layer_met1.png
Scale bar: 100 um.
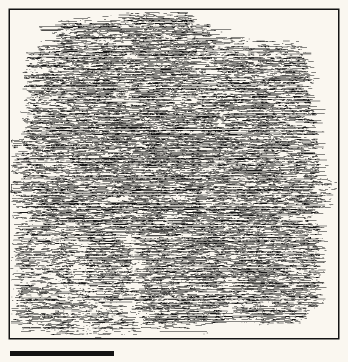
layer_met2.png
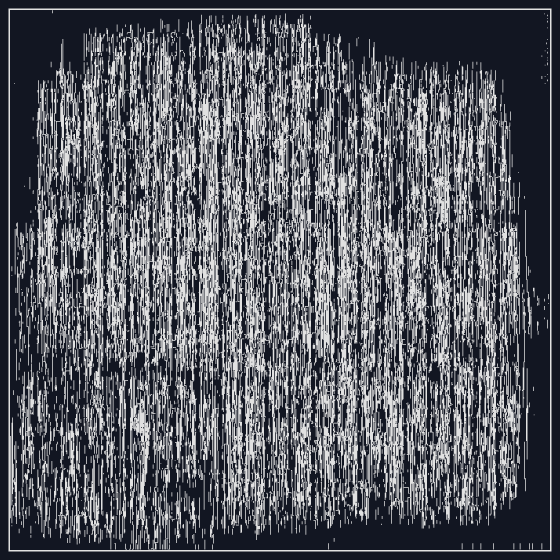
layer_met3.png
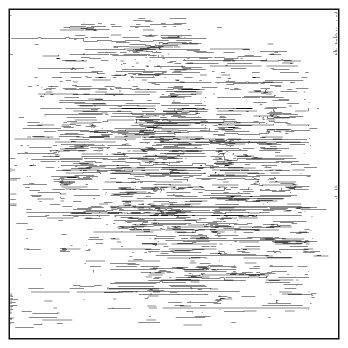
layer_met4.png
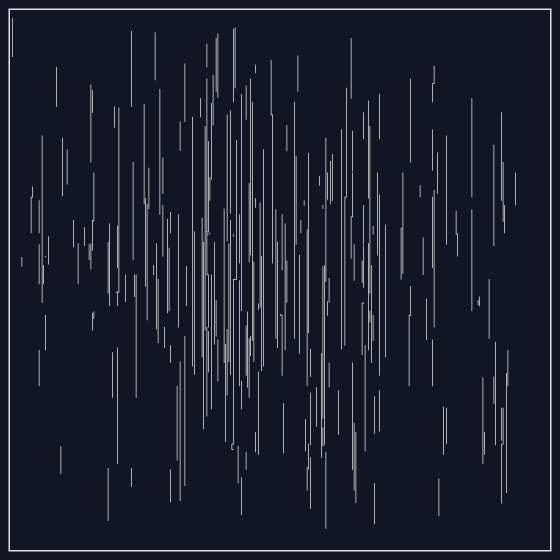
congestion.png
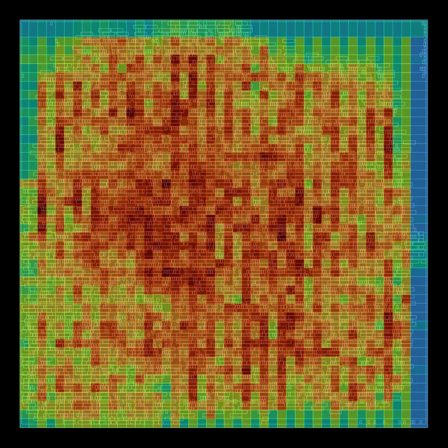
==> config.mk <==
export PLATFORM = sky130hd
export DESIGN_NAME = psum_adder_node
export DESIGN_NICKNAME = d
export VERILOG_FILES = /design/src/rtl/psum_pkg.sv /design/src/rtl/psum_adder_node_vmem_bank.sv /design/src/rtl/psum_adder_node.sv
export SDC_FILE = /design/constraint.sdc
export NUM_CORES = 2
export LEC_CHECK = 0
export ABC_AREA = 1
export ABC_CLOCK_PERIOD_IN_PS = 52700
export CORE_UTILIZATION = 55
export CTS_BUF_LIST = sky130_fd_sc_hd__clkbuf_16
export CTS_CLUSTER_SIZE = 8
export DETAILED_ROUTE_END_ITERATION = 8
export PLACE_DENSITY = 0.72
export SKIP_CTS_REPAIR_TIMING = 1
export SLEW_MARGIN = 20
export SYNTH_ARGS = -nofsm -noshare
export SYNTH_HDL_FRONTEND = slang
export SYNTH_SLANG_ARGS = --single-unit
==> constraint.sdc <==
create_clock -name clk -period 52.7 [get_ports clk]
set_clock_uncertainty 0.15 [all_clocks]
set_input_delay 7.905 -clock clk [delete_from_list [all_inputs] [get_ports clk]]
set_output_delay 7.905 -clock clk [all_outputs]
set_load 0.005 [all_outputs]
==> metrics.cfg <==
[die]
site_row_count = 115
die_height_um = 317
fp_core_util = 0.555
chipArea_um2 = 100000
fp.coreArea_um2 = 98300
io-pin-count = 136
dieWidth_um = 317
nWellTaps = 1287

[final_timing]
final.period_utilization = 0.335
setup_viol = 0
setup_slack_ps = 35030
relSlewSlack = 0.180
final_max_slew_viol_count = 0
finalHoldWorstSlack_ps = 317
timing.setup.tns_ps = 0
worst_tran_pin_value_ps = 1220
finalCriticalPeriod_ps = 17670
rsz0062_at_grt = false
final_hold_viol_count = 0
maximum_clock_frequency_ghz = 0.0566

[power]
clock_power_share = 0.292
power_frac_comb = 0.409
p_sw_mw = 1.49
power_leakage_nw = 32.1
irDropWorstVdd_mv = 0.173
netSwitchingFraction = 0.465
p_int_mw = 1.71
power-per-cell-area_nw_per_um2 = 53.4
sequentialPowerShare = 0.300
total_power_mw = 3.20

[placement]
place_ws_ps = 35030
finalWeightedCongestion = 0.928
placed_cells = 8025
place_area_um2 = 55600
detailedPlacementHpwl_um = 102000
portBuffers = 59

[detailed_routing]
wl_met1_um = 70300
dr.pass1.iters = 6
routed-wl-met3_um = 21000
dr_wl_met2_um = 78800
drc = 0
ant_nets = 0
routed_via_density = 5.89
top_layer_in_use = met5
drt_iter0_markers = 6189

[cts]
clkTransAtPathRegs_ps = 50
clock.latency.late_pin_ps = 780
tritoncts_num_sinks = 1141
tritoncts_clock_tree = done
numCtsBuffers = 161
clock_tree.buffer_depth = 3
cts_root_buf = clkbuf_16
cts_max_level = 4

[finish]
seqCellArea_um2 = 28600
drive_above_1_share = 0.0569
multi_input_gate_count = 5211
final_layout_top_logic_cells = 3773 x nand2_1, 1139 x dfrtp_1, 391 x nor2_1
n_all_buffers = 176
antenna_cells = 2
bufAreaShareNonClock = 0.0253
largest_reg_flops = 1008
flop-count = 1141
fin_nets = 7045
mostFrequentLayoutCell = nand2_1
comb-cell-share = 0.385
flow.area_growth_from_synthesis_pct = 9.96
finalInstanceArea_um2 = 59900
layout.clock_buffers = 167
seq_share = 0.476
fill_cells = 8587
final-instance-count-excl-fill = 8209
layout.clock.cell_area_share = 0.0725
number_of_logic_inverters_in_the_finished_layout = 210
multiInputGateArea_um2 = 23100
layout.cells.largest_class = sequential cells

[grt]
grt-ovfl-total = 0
number_of_antenna_violations_at_the_first_check_in_global_routing = 4
largest_net_degree_at_the_start_of_global_routing = 117
top_usage_layer = met2
grt_pass1_wl_um = 275000
grt_pass1_vias = 46300
track_usage = 0.362

[job]
max_cap_violations = 0
warning_count = 86

[yosys]
synth.cellmix.simpleShare = 0.320
postSynth.asyncResetShare = 1.00
fa_ha_area_frac = 0.0228
syn-mean-instance-area_um2 = 7.83
synth-edff-count = 0
mux_share = 0
postSynthSeqShare = 0.524
netlist-cell-type-count = 52
synth_cells = 6960
post_synth_ao_oa_area_fraction = 0.0743
yosysChipArea_um2 = 54500
synth_warnings = 0
synth_xor_xnor_area_share = 0.00257
yosys_cells = 6960
synth-seq-cells = 1141
ff_type = dfrtp_1
topCombFamilyByArea = simple AND/OR/NAND/NOR gates
netlist_area_um2 = 54500

[worst_setup_path]
critical-path-max-stage-delay_ps = 530
crit_required_ps = 44650
critical-path-slowest-cell = clkdlybuf4s50_1
r2r.worst_path.cells = 21
cells_along_the_critical_path = clkdlybuf4s50_1 -> inv_1 -> nand2_1 -> nor2_1 -> o31ai_1 -> nand4_1 -> clkdlybuf4s50_1
crit_cells = 7
crit_family = buffers and inverters
crit_path_start_kind = input port
crit_top_cell = clkdlybuf4s50_1
crit_buf_inv = 3
crit_type = input port to output pin
worstPathArrival_ps = 9620
crit_fanout = 4
regToRegSetupSlack_ps = 44400
critical_path_sink_type = output pin

[worst_hold_path]
hold-path-cell-count = 1
min_path_type = register to register

[outcome]
outcome = finished clean

## Picture notes: layer_met1.png
The longest straight run is 133 um. The wires run mostly horizontal. The layer holds 39% of the routed length. The layer carries 70.3 mm of wire.
Final Routed Wirelength: 179000 um
grt met1 use: 0.486
total number of vias: 48400

## Picture notes: layer_met2.png
The wires run mostly vertical. The longest straight run is 99.4 um. 5156 nets have wire on it. The layer carries 78.8 mm of wire.
grt met2 use: 0.541

## Picture notes: layer_met3.png
628 nets have wire on it. The layer carries 21.0 mm of wire. The wires run mostly horizontal.
met3 track demand over resource in global routing: 0.0959

## Picture notes: layer_met4.png
The wires run mostly vertical. The layer carries 9360 um of wire.

## Picture notes: congestion.png
share of the core filled with cells: 0.610
final routed wire length divided by cell count: 21.9 um

power by group through the flow:
stage                     clock, mW  sequential [mW]  combinational [mW]
after floorplan                   0            0.965               0.868
after global placement            0            0.970                1.25
after detailed placement          0            0.971                1.26
after CTS                     0.937            0.958                1.26
after global routing          0.974            0.963                1.36
final                         0.933            0.959                1.31
cell usage after synthesis (3+ instances only):
cell / number / share of area
nand2_1: 3775 / 0.26
dfrtp_1: 1141 / 0.52
nor2_1: 398 / 0.027
o21ai_0: 327 / 0.030
clkbuf_1: 266 / 0.018
inv_1: 192 / 0.013
nand3_1: 76 / 0.0070
nor3_1: 70 / 0.0064
a221oi_1: 63 / 0.010
buf_6: 60 / 0.012
a21oi_1: 51 / 0.0047
a22o_1: 46 / 0.0074
buf_2: 45 / 0.0041
o2111ai_1: 44 / 0.0071
nand4_1: 41 / 0.0047
fa_1: 39 / 0.014
ha_1: 37 / 0.0085
buf_4: 35 / 0.0048
nor3_2: 27 / 0.0050
o31ai_1: 26 / 0.0036
a211oi_1: 21 / 0.0029
buf_1: 21 / 0.0014
a31oi_1: 16 / 0.0018
inv_2: 12 / 0.00083
nand2_2: 12 / 0.0014
xor2_1: 12 / 0.0019
o211ai_1: 11 / 0.0015
nand2_8: 10 / 0.0037
nor2_2: 10 / 0.0011
a41oi_1: 8 / 0.0013
nor4_1: 8 / 0.00092
o22ai_1: 8 / 0.00092
or2_2: 7 / 0.00080
clkinv_1: 6 / 0.00041
o311ai_0: 6 / 0.00096
a22oi_1: 4 / 0.00055
and2_1: 4 / 0.00046
nand3b_1: 4 / 0.00055
xnor2_1: 4 / 0.00064
nand3_2: 3 / 0.00055
o221ai_1: 3 / 0.00048
Power figures rest on the tool's default switching activity, not on a simulated workload.
